File: src/rtl/if2id_buf_pkg.sv
// Shared constants and the entry type carried from fetch to decode.
// The decode stage sees a bubble as pc=0, inst=NOP, exp=0.
package if2id_buf_pkg;

   localparam int XLEN = 32;
   localparam logic [XLEN-1:0] ZEROWORD = {XLEN{1'b0}};
   localparam logic [XLEN-1:0] INST_NOP = XLEN'(32'h0000_0013);

   typedef struct packed {
      logic [XLEN-1:0] pc;
      logic [XLEN-1:0] inst;
      logic            exp_flag;
   } if2id_entry_t;

   function automatic if2id_entry_t bubble_entry();
      if2id_entry_t e;
      e.pc       = ZEROWORD;
      e.inst     = INST_NOP;
      e.exp_flag = 1'b0;
      return e;
   endfunction

endpackage

File: src/rtl/if2id_fifo_mem.sv
// DEPTH-entry register array: one synchronous write port, one asynchronous
// read port. Reset clears every entry to the bubble value.
module if2id_fifo_mem
   import if2id_buf_pkg::*;
#(
   parameter int DEPTH = 2,
   parameter int PTR_W = $clog2(DEPTH)
) (
   input  logic               clk,
   input  logic               rst,
   input  logic               we,
   input  logic [PTR_W-1:0]   waddr,
   input  if2id_entry_t       wdata,
   input  logic [PTR_W-1:0]   raddr,
   output if2id_entry_t       rdata
);

   if2id_entry_t mem_q [DEPTH];

   // Storage array write and reset clear.
   always_ff @(posedge clk or posedge rst) begin
      if (rst) begin
         for (int i = 0; i < DEPTH; i++) begin
            mem_q[i] <= bubble_entry();
         end
      end else if (we) begin
         mem_q[waddr] <= wdata;
      end
   end

   assign rdata = mem_q[raddr];

endmodule

File: src/rtl/if2id_buf.sv
// In-order FIFO between fetch and decode. if_ready depends only on the
// registered occupancy, so no combinational ready path reaches fetch.
module if2id_buf
   import if2id_buf_pkg::*;
#(
   parameter int DEPTH = 2,
   parameter int PTR_W = $clog2(DEPTH)
) (
   input  logic               clk,
   input  logic               rst,
   input  logic               flush,
   input  logic               if_valid,
   output logic               if_ready,
   input  logic [XLEN-1:0]    if_pc,
   input  logic [XLEN-1:0]    if_inst,
   input  logic               if_exp_flag,
   output logic               id_valid,
   input  logic               id_ready,
   output logic [XLEN-1:0]    id_pc,
   output logic [XLEN-1:0]    id_inst,
   output logic               id_exp_flag,
   output logic [PTR_W:0]     buf_count
);

   localparam logic [PTR_W:0] FULL_CNT = (PTR_W+1)'(DEPTH);

   logic [PTR_W-1:0] wr_ptr_q, wr_ptr_d;
   logic [PTR_W-1:0] rd_ptr_q, rd_ptr_d;
   logic [PTR_W:0]   count_q, count_d;
   logic             push_s, pop_s;
   if2id_entry_t     wdata_s, head_s;

   assign if_ready  = (count_q != FULL_CNT);
   assign id_valid  = (count_q != (PTR_W+1)'(0));
   assign push_s    = if_valid & if_ready & ~flush;
   assign pop_s     = id_valid & id_ready & ~flush;
   assign buf_count = count_q;

   assign wdata_s.pc       = if_pc;
   assign wdata_s.inst     = if_inst;
   assign wdata_s.exp_flag = if_exp_flag;

   if2id_fifo_mem #(.DEPTH(DEPTH), .PTR_W(PTR_W)) u_mem (
      .clk   (clk),
      .rst   (rst),
      .we    (push_s),
      .waddr (wr_ptr_q),
      .wdata (wdata_s),
      .raddr (rd_ptr_q),
      .rdata (head_s)
   );

   // Pointer and occupancy next state; flush wins over push and pop.
   always_comb begin
      wr_ptr_d = wr_ptr_q;
      rd_ptr_d = rd_ptr_q;
      count_d  = count_q;
      if (flush) begin
         wr_ptr_d = '0;
         rd_ptr_d = '0;
         count_d  = '0;
      end else begin
         if (push_s) wr_ptr_d = wr_ptr_q + PTR_W'(1);
         else        wr_ptr_d = wr_ptr_q;
         if (pop_s)  rd_ptr_d = rd_ptr_q + PTR_W'(1);
         else        rd_ptr_d = rd_ptr_q;
         case ({push_s, pop_s})
            2'b10:   count_d = count_q + (PTR_W+1)'(1);
            2'b01:   count_d = count_q - (PTR_W+1)'(1);
            default: count_d = count_q;
         endcase
      end
   end

   // Pointer and occupancy registers.
   always_ff @(posedge clk or posedge rst) begin
      if (rst) begin
         wr_ptr_q <= '0;
         rd_ptr_q <= '0;
         count_q  <= '0;
      end else begin
         wr_ptr_q <= wr_ptr_d;
         rd_ptr_q <= rd_ptr_d;
         count_q  <= count_d;
      end
   end

   // Storage is don't-care after a flush, so bubbles are forced here.
   always_comb begin
      id_pc       = ZEROWORD;
      id_inst     = INST_NOP;
      id_exp_flag = 1'b0;
      if (id_valid) begin
         id_pc       = head_s.pc;
         id_inst     = head_s.inst;
         id_exp_flag = head_s.exp_flag;
      end else begin
         id_pc       = ZEROWORD;
         id_inst     = INST_NOP;
         id_exp_flag = 1'b0;
      end
   end

endmodule

File: config.mk
export PLATFORM = sky130hd
export DESIGN_NAME = if2id_buf
export DESIGN_NICKNAME = d
export VERILOG_FILES = /design/src/rtl/if2id_buf_pkg.sv /design/src/rtl/if2id_fifo_mem.sv /design/src/rtl/if2id_buf.sv
export SDC_FILE = /design/constraint.sdc
export NUM_CORES = 1
export LEC_CHECK = 0
export ABC_AREA = 1
export ABC_CLOCK_PERIOD_IN_PS = 4670
export CAP_MARGIN = 30
export CORE_MARGIN = 4
export CORE_UTILIZATION = 51
export DETAILED_ROUTE_END_ITERATION = 10
export PLACE_DENSITY = 0.81
export SETUP_SLACK_MARGIN = 0.2
export SYNTH_ARGS = -nofsm -noshare
export SYNTH_HDL_FRONTEND = slang
export SYNTH_SLANG_ARGS = --single-unit
File: constraint.sdc
create_clock -name clk -period 4.67 [get_ports clk]
set_clock_uncertainty 0.15 [all_clocks]
set_input_delay 0.467 -clock clk [delete_from_list [all_inputs] [get_ports clk]]
set_output_delay 0.467 -clock clk [all_outputs]
set_load 0.01 [all_outputs]
==> impl_metrics.py, run 1 <==
# Metrics from the implementation run
metrics = {
    "clocking": {
        "insertion_delay_ns": 0.41,
        "cts_tree": "yes",
        "cts_made_buffers": 17,
        "cts.repair.resized": 0,
        "root_buffer": "clkbuf_16",
        "post_cts_buffers": 0,
    },
    "die": {
        "chipArea_um2": 14200,
        "initial_utilization": 0.5224,
        "pin_count": 139,
    },
    "min_path": {
        "holdCritStartpoint": "u_mem.mem_q[67]",
        "hold_class": "reg2reg",
    },
    "worst_setup_path": {
        "crit_buf_inv": 2,
        "cp.depth": 4,
        "worstPathRequired_ns": 4.05,
        "cpLargestDelayFamily": "buffers and inverters",
        "critPathLaunchType": "flop",
        "crit_start": "buf_count[1]",
    },
    "timing": {
        "setup_viol": 0,
        "rsz0062_at_grt": "no",
        "max_slew_margin": 0.3834,
    },
    "final_layout": {
        "bufAreaShareNonClock": 0.1776,
        "flop_area_um2": 3362,
        "antenna_cells": 0,
        "drive_gt1_frac": 0.1307,
        "nClkBuffers": 22,
        "instances_no_fill": 1040,
        "num-nets-final": 929,
    },
    "placed_design": {
        "portBuffers": 138,
        "dp_cells": 1008,
    },
    "synthesis": {
        "simple_gate_share": 0.1761,
        "ys_types": 19,
        "postSynthSeqShare": 0.5334,
        "top_area_frac": 0.5083,
    },
    "detailed_routing": {
        "ant_nets": 0,
        "dr.pass1.iters": 5,
        "drt-initial-drc-count": 400,
    },
    "global_route": {
        "grt_pass1_vias": 5452,
        "antenna_found_initial": 0,
        "grt_overflow_total": 0,
    },
    "run_status": {
        "status": "completed",
    },
    "power": {
        "irDropWorstVdd_v": 0.0003094,
    },
}
run 1: stage by stage:
stage                     hold slack, ns  cell area [µm²]    util  worst slack (ns)  total power, µW
final                             0.3261             8270  0.6857             1.579             5517
after global placement            0.3122             7644  0.6337             1.862             4042
after CTS                         0.3263             8270  0.6857             1.549             5559
after detailed placement          0.3175             7664  0.6354             1.817             4150
after global routing              0.3436             8270  0.6857             1.457             5887
after floorplan                   0.3028             6301       -            0.4802             3219
run 1: cell usage in the layout (no fill, tap or decap), types with 6 or more instances in the layout:
cell type,instances
a21oi_1,64
buf_4,9
clkbuf_16,17
clkdlybuf4s50_1,138
dfrtp_1,127
dfstp_2,6
inv_1,71
nand2_1,275
o21ai_0,18
o21ai_1,54
o21ai_2,60
run 1: path summary, 6_finish.rpt:
path / to / slack [ns]
min in group asynchronous: u_mem.mem_q[103] / 0.44
max: id_inst[19] / 1.58
min: u_mem.mem_q[67] / 0.33
max in group asynchronous: u_mem.mem_q[5] / 2.90
min reg2reg: u_mem.mem_q[67] / 0.33
max reg2reg: u_mem.mem_q[116] / 2.19
run 1: synthesized netlist by cell type, drive strengths merged:
| cell type | n |
|---|---|
| dfrtp | 128 |
| nand2 | 277 |
| buf | 31 |
| dfstp | 6 |
| nand3 | 7 |
| inv | 75 |
| nand3b | 1 |
| a21oi | 64 |
| o21ai | 132 |
| clkbuf | 17 |
| nor2 | 2 |
run 1: power groups by stage:
stage | registers, µW | clock network [µW] | logic (µW)
final | 2010 | 1380 | 2140
after CTS | 2000 | 1400 | 2160
after floorplan | 1930 | 0 | 1290
after global routing | 2060 | 1460 | 2370
after global placement | 1980 | 0 | 2060
after detailed placement | 2010 | 0 | 2140
run 1: per-layer routing:
metal	routed length [µm]	vias up
li1	-	2572
met1	6414	2568
met3	699	27
met5	0	-
met2	7933	159
met4	321	0
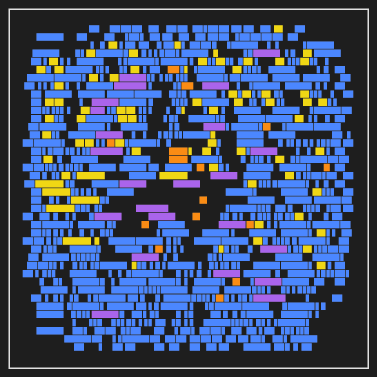
run_1/sizing.png
Drawn at 3 px/µm.
Key: x6 and larger = purple [cells 23]; x2 = yellow [cells 76]; x1 and smaller = blue [cells 758]; x3 and x4 = orange [cells 15]

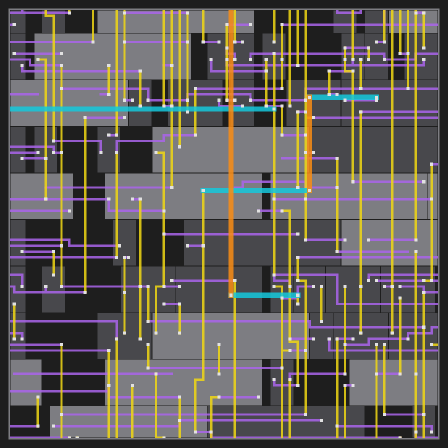
run_1/closeup.png
Region (17, 77) to (42, 102) µm. Cells in grey, sequential cells in the stronger grey; small squares are vias.
Key: M4 = orange; M2 = yellow; M1 = purple; M3 = cyan
42 logic cells have their middle in the window. Sequential cells in the window: 10. Netlist names of flops here include u_mem.mem_q (10). Most frequent: nand2_1 (15), dfrtp_1 (10), o21ai_2 (9).

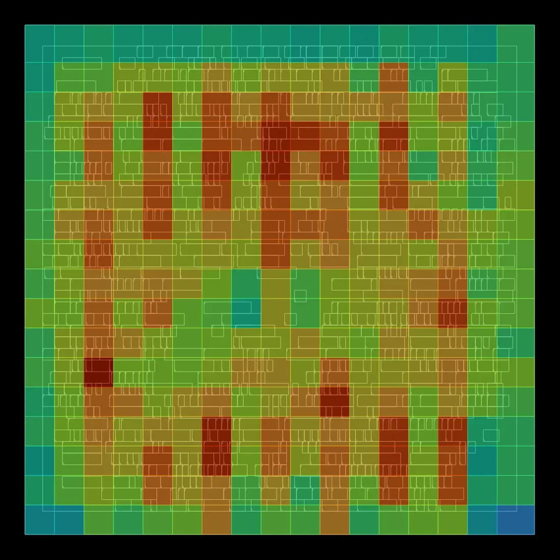
run_1/congestion_map.png
post-layout util: 0.6857
met1 GRT Util: 0.2753
mean routed wirelength per cell: 14.78 µm

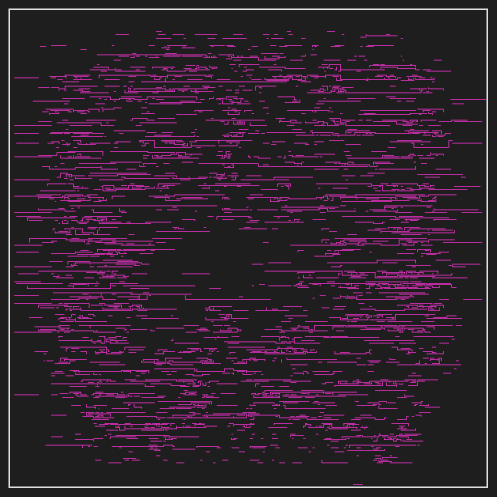
run_1/m1.png
Drawn at 4 px/µm.
The wires run mostly horizontal. The layer holds 42% of the routed length. The longest straight run is 36.8 µm. The layer carries 6410 µm of wire.

run_1/class_map.png
Drawn at 3 px/µm.
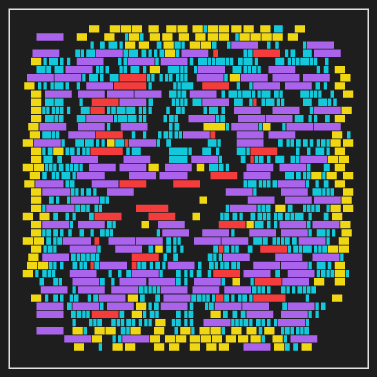

## Run 2: what changed since run 1
--- a/config.mk
+++ b/config.mk
@@ -6,12 +6,12 @@
 export NUM_CORES = 1
 export LEC_CHECK = 0
 export ABC_AREA = 1
-export ABC_CLOCK_PERIOD_IN_PS = 4670
+export ABC_CLOCK_PERIOD_IN_PS = 2500
 export CAP_MARGIN = 30
 export CORE_MARGIN = 4
-export CORE_UTILIZATION = 51
+export CORE_UTILIZATION = 46
 export DETAILED_ROUTE_END_ITERATION = 10
-export PLACE_DENSITY = 0.81
+export PLACE_DENSITY = 0.77
 export SETUP_SLACK_MARGIN = 0.2
 export SYNTH_ARGS = -nofsm -noshare
 export SYNTH_HDL_FRONTEND = slang
==> constraint.sdc (replaced) <==
create_clock -name clk -period 2.5 [get_ports clk]
set_clock_uncertainty 0.15 [all_clocks]
set_input_delay 0.25 -clock clk [delete_from_list [all_inputs] [get_ports clk]]
set_output_delay 0.25 -clock clk [all_outputs]
set_load 0.01 [all_outputs]
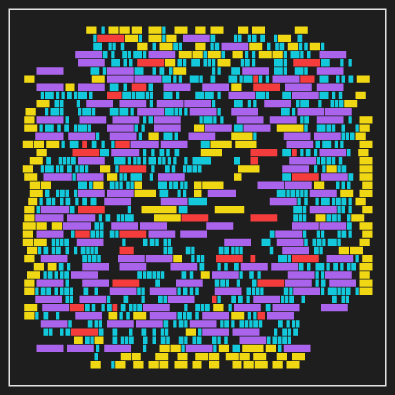
run_2/class_map.png
Drawn at 3 px/µm.
Key: remaining buffers and delay cells = yellow [cells 154]; remaining logic cells = cyan [cells 558]; clock drivers and dummy loads = red [cells 32]; registers = purple [cells 134]

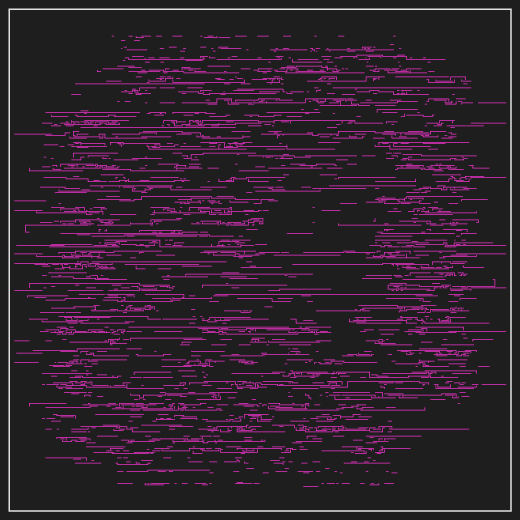
run_2/m1.png
Drawn at 4 px/µm.
The layer holds 44% of the routed length. 834 nets have wire on it.

==> run 2 against run 1 <==
Compared with the run above:
- setup slack got worse by 1.4 ns
- synthesized area unchanged
- first-iteration DRC count increased by 17%
- sequential power increased by 86%
- via count decreased by 1.8%
- worst hold slack got worse by 0.11 ns
- final area increased by 3.7%
- sequential share of layout area decreased by 1.4 points
- core utilization decreased by 4.3 points
==> impl_metrics.py, run 2 <==
# Metrics from the implementation run
metrics = {
    "run_status": {
        "status": "completed",
    },
    "placed_design": {
        "place_ws_ns": 0.4147,
        "dp_cells": 1017,
        "placed_area_um2": 7757,
    },
    "timing": {
        "setup_viol": 0,
        "max_slew_margin": 0.5303,
        "rsz0062_at_grt": "yes",
    },
    "min_path": {
        "hold_end": "u_mem.mem_q[67]",
        "hold_class": "in2reg",
    },
    "final_layout": {
        "instances_no_fill": 1054,
        "antenna_cells": 0,
        "final_cell_mix": "nand2_1 (275), dfrtp_1 (125), clkdlybuf4s50_1 (74)",
        "final_util": 0.6428,
        "drive_gt1_frac": 0.1458,
        "final_area_um2": 8579,
    },
    "synthesis": {
        "ff_type": "dfrtp_1",
        "top_area_frac": 0.5083,
        "ys_top_cells_by_count": "nand2_1 (275), dfrtp_1 (128), inv_1 (73)",
        "edf_count": 0,
        "postSynthSeqShare": 0.5334,
        "simple_gate_share": 0.1761,
        "ys_types": 19,
        "ys_async_sr_fraction": 1.000,
    },
    "die": {
        "pin_count": 139,
        "chipArea_um2": 15640,
    },
    "detailed_routing": {
        "wl_per_cell_um": 15.06,
        "dr.pass1.iters": 5,
    },
    "clocking": {
        "root_buffer": "clkbuf_16",
        "insertion_delay_ns": 0.41,
        "post_cts_buffers": 1,
        "cts.repair.resized": 18,
        "cts_made_buffers": 17,
    },
    "worst_setup_path": {
        "cpLargestDelayFamily": "buffers and inverters",
        "ff2ff_setup_slack_ns": 0.83,
    },
    "power": {
        "power_uw": 10070,
    },
}
==> run 2: layer usage <==
layer | track usage | up-vias | part of all wire | wire length (µm)
met2 | 0.3103 | 159 | 0.48 | 7634
met3 | 0.05245 | 32 | 0.053 | 843
li1 | - | 2602 | - | -
met5 | 0 | - | 0 | 0
met4 | 0.09247 | 0 | 0.025 | 392
met1 | 0.2606 | 2438 | 0.44 | 7002
==> run 2: worst max-delay path by stage <==
| stage | start | to | slack, ns | cells past startpoint |
|---|---|---|---|---|
| floorplan | rst | buf_count[0] | 0.44 | 1 |
| finish | rd_ptr_q | id_inst[29] | 0.18 | 5 |
| CTS | rd_ptr_q | id_inst[29] | 0.06 | 5 |
| global route | rd_ptr_q | id_inst[29] | 0.05 | 5 |
| global placement | rd_ptr_q | id_pc[9] | 0.44 | 5 |
| detailed placement | rd_ptr_q | id_pc[20] | 0.41 | 4 |
==> run 2: tightest hold or removal path: cells and delay by family <==
family          cells  cell delay (ns)
buf+inv             2             0.46
compound gates      1             0.06
==> run 2: report_power, final <==
| part | internal [µW] | switching, µW | leakage, µW |
|---|---|---|---|
| Sequential | 3180 | 559 | 0.00165 |
| Combinational | 1870 | 2150 | 0.00288 |
| Clock | 1440 | 873 | 0.000284 |
| Total | 6490 | 3580 | 0.00482 |
==> run 2: area by class of cell <==
| type | instances | area share |
|---|---|---|
| timing repair buffer | 154 | 0.2091 |
| clock buffer | 24 | 0.06081 |
| sequential | 134 | 0.3922 |
| tap | 176 | 0.02567 |
| inverter | 75 | 0.03354 |
| multi-input combinational | 483 | 0.2734 |
| clock inverter | 8 | 0.005250 |
==> run 2: logic make-up after synthesis <==
| logic type | count (synthesis) |
|---|---|
| simple gates | 287 |
| compound gates | 196 |
| flops | 134 |
| buf+inv | 123 |
Power and IR drop assume default switching activity.
